run_1/m2.png
Cells faint in the background.
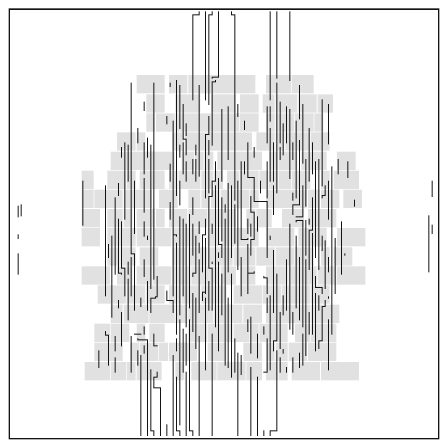
run_1/congestion_map.png
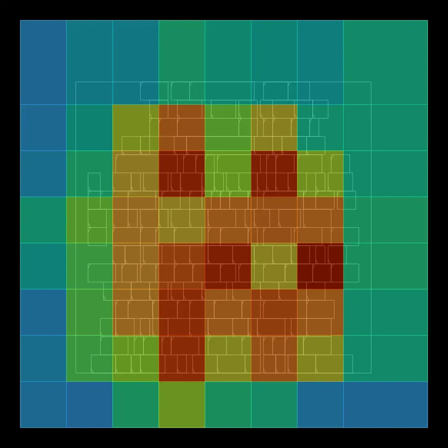
run_1/m3.png
Bar = 20 um.
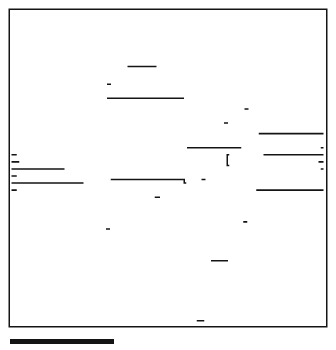
run_1/gates.png
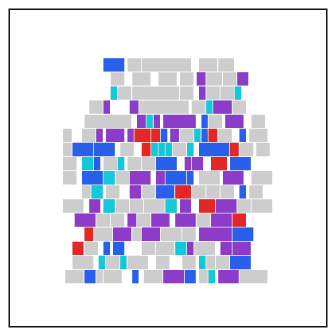
## src/rtl/multi_cycle_control_unit.sv

```systemverilog
// Multi-cycle RV32 control unit: FETCH/DECODE/EXE/MEM/WB sequencing with sticky traps.
// Define MCU_MEM_TIMEOUT_EN to build the MEM wait-timeout counter.
//
// state  | meaning
// FETCH  | load instruction register
// DECODE | classify opcode, trap on undecoded
// EXE    | ALU/branch/jump complete here; loads/stores move on to MEM
// MEM    | hold data strobe until mem_ready
// WB     | load write-back
// TRAP   | sticky halt, left only by reset
module multi_cycle_control_unit #(
  parameter int TIMEOUT_CYCLES = 16,
  parameter int CNT_W          = 8
) (
  input  logic        clk,
  input  logic        reset,
  input  logic [31:0] instrCode,
  input  logic        btaken,
  input  logic        mem_ready,
  output logic        irWe,
  output logic        pcEn,
  output logic [1:0]  pcSrcMuxSel,
  output logic        regFileWe,
  output logic        aluSrcMuxSel,
  output logic        dataWe,
  output logic        dataRe,
  output logic [3:0]  aluControl,
  output logic [2:0]  RFWDSrcMuxSel,
  output logic        instRetired,
  output logic [2:0]  state_o,
  output logic        illegal,
  output logic        timeout
);

  typedef enum logic [2:0] {
    FETCH  = 3'd0,
    DECODE = 3'd1,
    EXE    = 3'd2,
    MEM    = 3'd3,
    WB     = 3'd4,
    TRAP   = 3'd5
  } state_t;

  localparam logic [6:0] OP_R  = 7'b0110011;
  localparam logic [6:0] OP_I  = 7'b0010011;
  localparam logic [6:0] OP_L  = 7'b0000011;
  localparam logic [6:0] OP_S  = 7'b0100011;
  localparam logic [6:0] OP_B  = 7'b1100011;
  localparam logic [6:0] OP_LU = 7'b0110111;
  localparam logic [6:0] OP_AU = 7'b0010111;
  localparam logic [6:0] OP_J  = 7'b1101111;
  localparam logic [6:0] OP_JL = 7'b1100111;

  if (TIMEOUT_CYCLES < 2 || TIMEOUT_CYCLES > 255 || (1 << CNT_W) <= TIMEOUT_CYCLES) begin : g_bad_param
    $error("multi_cycle_control_unit: TIMEOUT_CYCLES/CNT_W out of range");
  end

  state_t     state;
  logic       illegal_q;
  logic [6:0] opcode;
  logic [2:0] funct3;
  logic [3:0] op;
  logic       is_r, is_i, is_l, is_s, is_b, is_lu, is_au, is_j, is_jl;
  logic       legal;
  logic       unused_bits;

  assign opcode = instrCode[6:0];
  assign funct3 = instrCode[14:12];
  assign op     = {instrCode[30], funct3};
  assign unused_bits = ^{instrCode[31], instrCode[29:15], instrCode[11:7]};

  assign is_r  = (opcode == OP_R);
  assign is_i  = (opcode == OP_I);
  assign is_l  = (opcode == OP_L);
  assign is_s  = (opcode == OP_S);
  assign is_b  = (opcode == OP_B);
  assign is_lu = (opcode == OP_LU);
  assign is_au = (opcode == OP_AU);
  assign is_j  = (opcode == OP_J);
  assign is_jl = (opcode == OP_JL);
  assign legal = is_r | is_i | is_l | is_s | is_b | is_lu | is_au | is_j | is_jl;

`ifdef MCU_MEM_TIMEOUT_EN
  // Down-counter loaded on MEM entry; terminal count marks the last allowed wait cycle.
  logic [CNT_W-1:0] wait_cnt;
  logic             timeout_q;
  assign timeout = timeout_q;
`else
  assign timeout = 1'b0;
`endif

  always_ff @(posedge clk or posedge reset) begin
    if (reset) begin
      state     <= FETCH;
      illegal_q <= 1'b0;
`ifdef MCU_MEM_TIMEOUT_EN
      wait_cnt  <= '0;
      timeout_q <= 1'b0;
`endif
    end else begin
      case (state)
        FETCH: state <= DECODE;
        DECODE: begin
          if (legal) begin
            state <= EXE;
          end else begin
            state     <= TRAP;
            illegal_q <= 1'b1;
          end
        end
        EXE: begin
          if (is_s || is_l) begin
            state <= MEM;
`ifdef MCU_MEM_TIMEOUT_EN
            wait_cnt <= CNT_W'(TIMEOUT_CYCLES - 1);
`endif
          end else begin
            state <= FETCH;
          end
        end
        MEM: begin
          if (mem_ready) begin
            state <= is_l ? WB : FETCH;
`ifdef MCU_MEM_TIMEOUT_EN
            wait_cnt <= '0;
          end else if (wait_cnt == '0) begin
            state     <= TRAP;
            timeout_q <= 1'b1;
          end else begin
            wait_cnt <= wait_cnt - 1'b1;
`endif
          end
        end
        WB:      state <= FETCH;
        TRAP:    state <= TRAP;
        default: state <= FETCH;
      endcase
    end
  end

  // Strobes are decoded from the current state so reset and mem_ready act within the cycle.
  always_comb begin
    irWe        = 1'b0;
    pcEn        = 1'b0;
    pcSrcMuxSel = 2'b00;
    regFileWe   = 1'b0;
    dataWe      = 1'b0;
    dataRe      = 1'b0;
    instRetired = 1'b0;
    if (!reset) begin
      case (state)
        FETCH: irWe = 1'b1;
        EXE: begin
          if (is_r || is_i || is_lu || is_au) begin
            regFileWe   = 1'b1;
            pcEn        = 1'b1;
            instRetired = 1'b1;
          end else if (is_b) begin
            pcEn        = 1'b1;
            pcSrcMuxSel = btaken ? 2'b01 : 2'b00;
            instRetired = 1'b1;
          end else if (is_j || is_jl) begin
            regFileWe   = 1'b1;
            pcEn        = 1'b1;
            pcSrcMuxSel = is_j ? 2'b01 : 2'b10;
            instRetired = 1'b1;
          end
        end
        MEM: begin
          if (is_s) begin
            dataWe = 1'b1;
            if (mem_ready) begin
              pcEn        = 1'b1;
              instRetired = 1'b1;
            end
          end else if (is_l) begin
            dataRe = 1'b1;
          end
        end
        WB: begin
          regFileWe   = 1'b1;
          pcEn        = 1'b1;
          instRetired = 1'b1;
        end
        default: ;
      endcase
    end
  end

  always_comb begin
    aluSrcMuxSel = is_i | is_l | is_s | is_jl;
    if (is_l)              RFWDSrcMuxSel = 3'b001;
    else if (is_lu)        RFWDSrcMuxSel = 3'b010;
    else if (is_au)        RFWDSrcMuxSel = 3'b011;
    else if (is_j | is_jl) RFWDSrcMuxSel = 3'b100;
    else                   RFWDSrcMuxSel = 3'b000;
    if (is_s || is_l || is_jl)           aluControl = 4'b0000;
    else if (is_i && (op != 4'b1101))    aluControl = {1'b0, funct3};
    else                                 aluControl = op;
  end

  assign state_o = state;
  assign illegal = illegal_q;

endmodule
```

## config.mk

```make
export PLATFORM = sky130hd
export DESIGN_NAME = multi_cycle_control_unit
export DESIGN_NICKNAME = d
export VERILOG_FILES = /design/src/rtl/multi_cycle_control_unit.sv
export SDC_FILE = /design/constraint.sdc
export NUM_CORES = 1
export LEC_CHECK = 0
export ABC_AREA = 1
export CORE_MARGIN = 8
export CORE_UTILIZATION = 30
export DETAILED_ROUTE_END_ITERATION = 12
export GPL_TIMING_DRIVEN = 1
export PLACE_DENSITY = 0.8
export SLEW_MARGIN = 10
export SYNTH_ARGS = -nofsm -noshare
export SYNTH_HDL_FRONTEND = slang
export SYNTH_SLANG_ARGS = --single-unit
```

## constraint.sdc

```tcl
create_clock -name clk -period 1.9 [get_ports clk]
set_clock_uncertainty 0.2 [all_clocks]
set_input_delay 0.38 -clock clk [delete_from_list [all_inputs] [get_ports clk]]
set_output_delay 0.38 -clock clk [all_outputs]
set_load 0.02 [all_outputs]
```

==> flow_summary_export.csv, run 1 <==
group,metric,value,unit
setup_path,r2r_end,"state_o[0]",
yosys,async_reset_ff_share,100,%
final_layout,largestClassByArea,"non-clock buffers",
yosys,synth_top_area_share,16.6,%
clock_tree,max-clock-path-buffers,2,
die,coreArea,1920,sq um
grt,grt_first_pass_wirelength,3910,um
power_and_ir_drop,leakagePower,0.726,nW
drt,drt_iter0_drc,28,
yosys,ys_cells,97,
drt,drt-met1-wl,1150,um
setup_path,worstSetupPathDepth,8,
die,dieHeight,60.9,um
setup_path,critPathLaunch,"state_o[2]",
run_status,failed_checks,"setup timing",
yosys,yosys_area,604,sq um
power_and_ir_drop,p_sw_share,46.0,%
power_and_ir_drop,peakVddDrop,0.443,mV
sta,final-setup-viol-count,8,
setup_path,setup.reg_to_reg.worst_slack,440,ps
clock_tree,cts_setup_buffers,11,
final_layout,clkbuf_count,3,
run_status,status,"complete, but fails checks",
place,dpl_cell_area,1140,sq um
yosys,syn_area_per_cell,6.23,sq um
drt,ant_nets,0,
clock_tree,cts_tree,"yes",
sta,grt_setup_unrepaired,"true",
drt,top_layer_used,"met4",
setup_path,crit_path_top_delay_cell,"dfrtp_2",
final_layout,nNetsFinal,206,
drt,dr.pass1.iters,4,
power_and_ir_drop,total_power,0.833,mW
clock_tree,htreeDepth,1,
grt,gr-max-usage-layer,"met2",
power_and_ir_drop,pg_comb,0.555,mW
sta,worst_slack,-139,ps
yosys,fa_ha_area_share,0,%
yosys,synth.net_count,133,
final_layout,largest_reg_flops,3,
yosys,topCombFamilyByArea,"simple AND/OR/NAND/NOR gates",
die,num_rows,16,
power_and_ir_drop,switchingPower,0.383,mW
drt,post_drt_wl_per_cell,15.1,um
power_and_ir_drop,p_clk_share,14.4,%
place,dp_slack,-901,ps
yosys,top_area_cell,"dfrtp_1",
sta,setup_tns,-633,ps
drt,drc_errors,0,
## Picture notes: m2.png
nets with wire on the layer: 170
main direction: vertical
met2 Usage GRT: 26.7%
via count: 936
final wirelength: 2940 um

## Picture notes: congestion_map.png
final core occ: 71.4%
grt met1 use: 14.0%

## Picture notes: m3.png
longest straight run: 14.5 um
wire length on this layer: 118 um
main direction: horizontal
nets with wire on the layer: 20
share of all routed wire: 4.0%
GR Util met3: 3.18%

## Picture notes: gates.png
| family | color | cells |
|---|---|---|
| nand cells | purple | 36 |
| inv cells | cyan | 20 |
| nor cells | blue | 23 |
| aoi and oai cells | red | 11 |

--- run 2 (diff from run 1) ---
--- a/config.mk
+++ b/config.mk
@@ -8,6 +8,7 @@
 export ABC_AREA = 1
 export CORE_MARGIN = 8
 export CORE_UTILIZATION = 30
+export CTS_CLUSTER_SIZE = 16
 export DETAILED_ROUTE_END_ITERATION = 12
 export GPL_TIMING_DRIVEN = 1
 export PLACE_DENSITY = 0.8
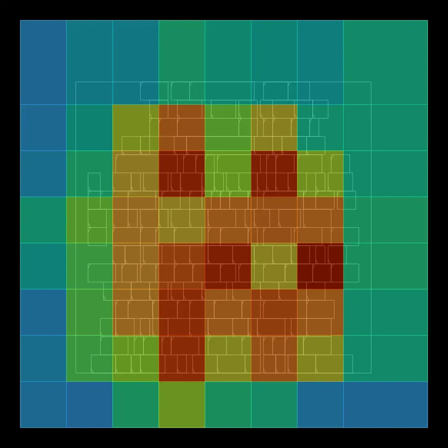
run_2/congestion_map.png
WL per Instance: 15.1 um
busiest grt layer: met2
GRT Resource Usage Total: 14.1%

==> run 2 against run 1 <==
Register-to-register slack about the same. The flow still finishes with violations (setup timing). Clock power about the same. Critical path type unchanged. First-iteration DRC count unchanged.
==> flow_summary_export.csv, run 2 <==
group,metric,value,unit
drt,dr.pass1.iters,4,
power_and_ir_drop,p_sw_share,46.0,%
grt,grtUsageMet1,14.0,%
sta,final-setup-viol-count,8,
clock_tree,max-clock-path-buffers,2,
clock_tree,cts_tree,"yes",
final_layout,largestClassByArea,"non-clock buffers",
setup_path,worstSetupPathDepth,8,
setup_path,r2r_end,"state_o[0]",
grt,grt_first_pass_wirelength,3910,um
power_and_ir_drop,pg_comb,0.555,mW
run_status,status,"complete, but fails checks",
setup_path,setup.reg_to_reg.worst_slack,440,ps
yosys,ys_cells,97,
die,coreArea,1920,sq um
drt,drt_iter0_drc,28,
die,num_rows,16,
setup_path,crit_path_top_delay_cell,"dfrtp_2",
yosys,synth_top_area_share,16.6,%
drt,num_vias,936,
clock_tree,htreeDepth,1,
grt,grt_util_met2,26.7,%
final_layout,nNetsFinal,206,
final_layout,clkbuf_count,3,
grt,grt_use_met3,3.18,%
power_and_ir_drop,switchingPower,0.383,mW
run_status,failed_checks,"setup timing",
power_and_ir_drop,total_power,0.833,mW
sta,setup_tns,-633,ps
power_and_ir_drop,leakagePower,0.726,nW
sta,grt_setup_unrepaired,"true",
sta,worst_slack,-139,ps
final_layout,fin_util,71.4,%
drt,drt-met1-wl,1150,um
final_layout,largest_reg_flops,3,
Power figures rest on the tool's default switching activity, not on a simulated workload.
